### config.mk
export PLATFORM = sky130hd
export DESIGN_NAME = inv_mix_columns_stage
export DESIGN_NICKNAME = d
export VERILOG_FILES = /design/src/rtl/inv_mix_columns_stage.sv
export SDC_FILE = /design/constraint.sdc
export NUM_CORES = 2
export LEC_CHECK = 0
export CAP_MARGIN = 20
export CORE_MARGIN = 5
export CORE_UTILIZATION = 57
export CTS_BUF_LIST = sky130_fd_sc_hd__clkbuf_2 sky130_fd_sc_hd__clkbuf_4 sky130_fd_sc_hd__clkbuf_8
export CTS_CLUSTER_SIZE = 28
export DETAILED_ROUTE_END_ITERATION = 6
export GPL_TIMING_DRIVEN = 0
export PLACE_DENSITY = 0.88
export SYNTH_ARGS = -nofsm -noshare
export SYNTH_HDL_FRONTEND = slang
export SYNTH_HIERARCHICAL = 1
export SYNTH_SLANG_ARGS = --single-unit
### constraint.sdc
create_clock -name clock -period 35.1 [get_ports clock]
set_clock_uncertainty 0.15 [all_clocks]
set_input_delay 7.02 -clock clock [delete_from_list [all_inputs] [get_ports clock]]
set_output_delay 7.02 -clock clock [all_outputs]
set_load 0.02 [all_outputs]
### src/rtl/inv_mix_columns_stage.sv
// inv_mix_columns_stage: AES-128 decrypt round stage (AddRoundKey + InvMixColumns, inverse key/Rcon step)
// Ports: clock/reset (sync, active-high); empty_in/empty bubble flags in/out;
// last_round skips InvMixColumns when PIPE_BYPASS_LAST=1; state_in/key_in/Rcon_in
// in, state_out/key_out/Rcon_out out, byte 0 at [127:120], column-major.
package inv_mix_columns_pkg;
  function automatic logic [7:0] xt(input logic [7:0] a);
    return {a[6:0], 1'b0} ^ (a[7] ? 8'h1b : 8'h00);
  endfunction
  function automatic logic [7:0] gmul(input logic [7:0] a, input logic [7:0] b);
    logic [7:0] p, t;
    p = '0;
    t = a;
    for (int i = 0; i < 8; i++) begin
      p ^= b[i] ? t : 8'h00;
      t = xt(t);
    end
    return p;
  endfunction
  function automatic logic [31:0] inv_mix_col(input logic [31:0] c);
    logic [7:0] a0, a1, a2, a3;
    {a0, a1, a2, a3} = c;
    return {gmul(a0, 8'h0e) ^ gmul(a1, 8'h0b) ^ gmul(a2, 8'h0d) ^ gmul(a3, 8'h09),
            gmul(a0, 8'h09) ^ gmul(a1, 8'h0e) ^ gmul(a2, 8'h0b) ^ gmul(a3, 8'h0d),
            gmul(a0, 8'h0d) ^ gmul(a1, 8'h09) ^ gmul(a2, 8'h0e) ^ gmul(a3, 8'h0b),
            gmul(a0, 8'h0b) ^ gmul(a1, 8'h0d) ^ gmul(a2, 8'h09) ^ gmul(a3, 8'h0e)};
  endfunction
endpackage

module aes_sbox
  import inv_mix_columns_pkg::*;
(
  input  logic [7:0] a_i,
  output logic [7:0] s_o
);
  logic [7:0] p2, p4, p8, p16, p32, p64, p128, inv;
  // multiplicative inverse as a^254 (maps 0 to 0), then the affine transform
  always_comb begin
    p2   = gmul(a_i, a_i);
    p4   = gmul(p2, p2);
    p8   = gmul(p4, p4);
    p16  = gmul(p8, p8);
    p32  = gmul(p16, p16);
    p64  = gmul(p32, p32);
    p128 = gmul(p64, p64);
    inv  = gmul(gmul(gmul(p2, p4), gmul(p8, p16)), gmul(gmul(p32, p64), p128));
    s_o  = inv ^ {inv[6:0], inv[7]} ^ {inv[5:0], inv[7:6]} ^ {inv[4:0], inv[7:5]}
         ^ {inv[3:0], inv[7:4]} ^ 8'h63;
  end
endmodule

module inv_mix_columns_stage
  import inv_mix_columns_pkg::*;
#(
  parameter int PIPE_BYPASS_LAST = 1
) (
  input  logic         clock,
  input  logic         reset,
  input  logic         empty_in,
  input  logic         last_round,
  input  logic [127:0] state_in,
  input  logic [127:0] key_in,
  input  logic [7:0]   Rcon_in,
  output logic [127:0] state_out,
  output logic [127:0] key_out,
  output logic [7:0]   Rcon_out,
  output logic         empty
);
  logic [31:0]  w0, w1, w2, w3, w4, w5, w6, w7, rot, sub;
  logic [127:0] key_d, imc, state_d;
  logic [7:0]   rcon_d;
  logic [127:0] s1_state_q, s1_key_q, state_q, key_q;
  logic [7:0]   s1_rcon_q, rcon_q;
  logic         s1_last_q, s1_empty_q, empty_q;
  assign {w4, w5, w6, w7} = key_in;
  assign w3  = w7 ^ w6;
  assign w2  = w6 ^ w5;
  assign w1  = w5 ^ w4;
  assign rot = {w3[23:0], w3[31:24]};
  for (genvar g = 0; g < 4; g++) begin : g_sb
    aes_sbox u_sb (.a_i(rot[8*g +: 8]), .s_o(sub[8*g +: 8]));
  end
  assign w0    = w4 ^ sub ^ {Rcon_in, 24'h0};
  assign key_d = {w0, w1, w2, w3};
  // halving in GF(2^8): odd values first add the modulus 0x11B, whose >>1 is 0x8D
  assign rcon_d = Rcon_in[0] ? ({1'b0, Rcon_in[7:1]} ^ 8'h8d) : {1'b0, Rcon_in[7:1]};
  for (genvar g = 0; g < 4; g++) begin : g_imc
    assign imc[127-32*g -: 32] = inv_mix_col(s1_state_q[127-32*g -: 32]);
  end
  assign state_d = (PIPE_BYPASS_LAST != 0 && s1_last_q) ? s1_state_q : imc;
  // data registers only load on valid slots so outputs hold steady across bubbles
  always_ff @(posedge clock) begin
    if (reset) begin
      s1_state_q <= '0;
      s1_key_q   <= '0;
      s1_rcon_q  <= '0;
      s1_last_q  <= 1'b0;
      s1_empty_q <= 1'b1;
      state_q    <= '0;
      key_q      <= '0;
      rcon_q     <= '0;
      empty_q    <= 1'b1;
    end else begin
      s1_empty_q <= empty_in;
      empty_q    <= s1_empty_q;
      if (!empty_in) begin
        s1_state_q <= state_in ^ key_in;
        s1_key_q   <= key_d;
        s1_rcon_q  <= rcon_d;
        s1_last_q  <= last_round;
      end
      if (!s1_empty_q) begin
        state_q <= state_d;
        key_q   <= s1_key_q;
        rcon_q  <= s1_rcon_q;
      end
    end
  end
  assign state_out = state_q;
  assign key_out   = key_q;
  assign Rcon_out  = rcon_q;
  assign empty     = empty_q;
endmodule

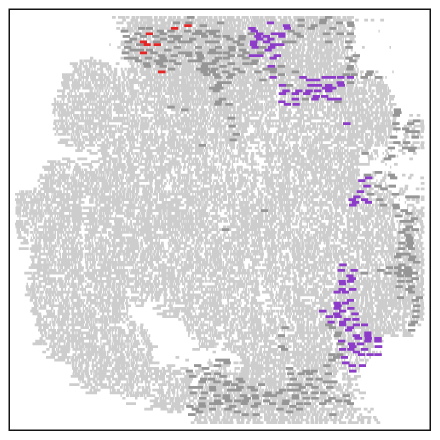
flops_by_reg.png
(1 px per um) Other sequential cells in the stronger grey, the rest of the logic in the fainter grey.
Key: s1_state_q = purple [placed flops 128, where a column on the right]; s1_rcon_q = red [placed flops 8]

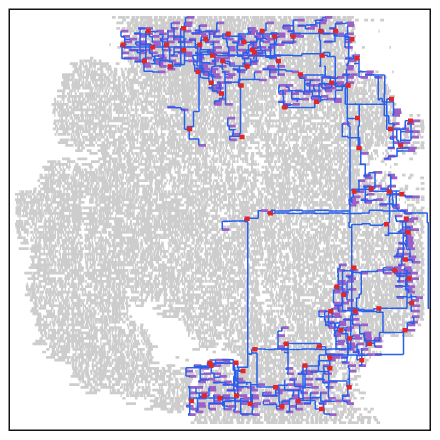
clk_routes.png
(1 px per um)
Key: clock wires = blue [length 8050 um]; flip-flops = purple [count 531]; clock drivers = red [count 87]
There are 88 routed clock nets.

==> notes.md <==
fresh numbers from the pnr run: logic share of the area=0.755, Die ar.=176000 um^2, Core Util, Final=0.634, Worst-Skew Late Latency=0.85 ns, combinational gates=10100, design area=106000 um^2, setup TNS=0 ns, ao+oa area frac=0.139, Worst Hold Depth=1, drt first pass iters=7, Worst EP required=35.67 ns, FFs & Latches=531, syn_area_per_cell=8.12 um^2, xor+xnor area frac=0.456, antenna viol nets, final=0, top cells by count, synth=xnor2_1 (2386), nor2_1 (1891), nand2_1 (926), measured slew at the worst slew-check pin=1.29 ns, placed cell area=104000 um^2, Mapped Cells=11800, H-tree levels=3, # DRC=23, FF-to-FF Start=s1_empty_q, GRT Overall Usage=0.376, via count=90600, Floorplan Nets=12300, Rel. slew slack=0.139, Commonest Layout Cell=xnor2_1, Worst R2R Path Depth=5, FP Rows=150, Synth Flop Type=dfxtp_1, # Taps=2204, status=finished with violations, vias per cell=6.16, Die H=420 um, clock sinks=531, DP Worst Slack=1.22 ns, fraction of cell area in non-clock buffers=0.0888, yosys cell count=11800, CTS-repair resized insts=0, critical path arrival=34.46 ns, CP delay by family, top=XOR/XNOR gates, flip-flops with a built-in enable=0, # nets final=12900, Yosys top cell area share=0.219, Signal inverters=292, Synth async-reset ratio=0, post-route minimum period=33.89 ns, Top-Level Pins=533, CP max FO=11, main logic family after synthesis=XOR/XNOR gates, failing checks=design-rule violations, synth top area cells=xnor2_1 (22%), dfxtp_1 (11%), xnor3_1 (10%), DR WL/cell=23.6 um, 1st-iter DRT viols=11800, max cap viols=0, Routed Wire Length=347000 um, crit path from=key_in[8], Max Used Layer=met5, hold_buf cts=0
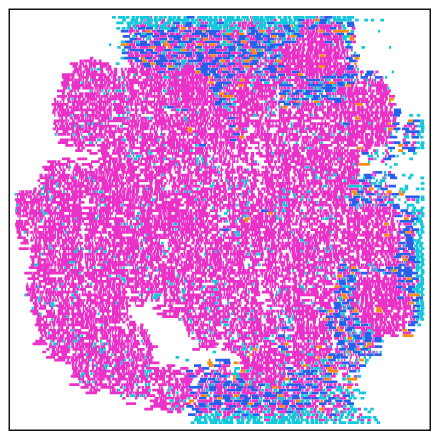
placement_by_type.png
(1 px per um)
Key: sequential cells = blue [cells 531, share of their area 10%]; remaining buffers and delay cells = cyan [cells 1368, share of their area 9.1%]; combinational and other logic = magenta [cells 10432, share of their area 79%]; clock drivers and dummy loads = orange [cells 154, share of their area 1.9%]

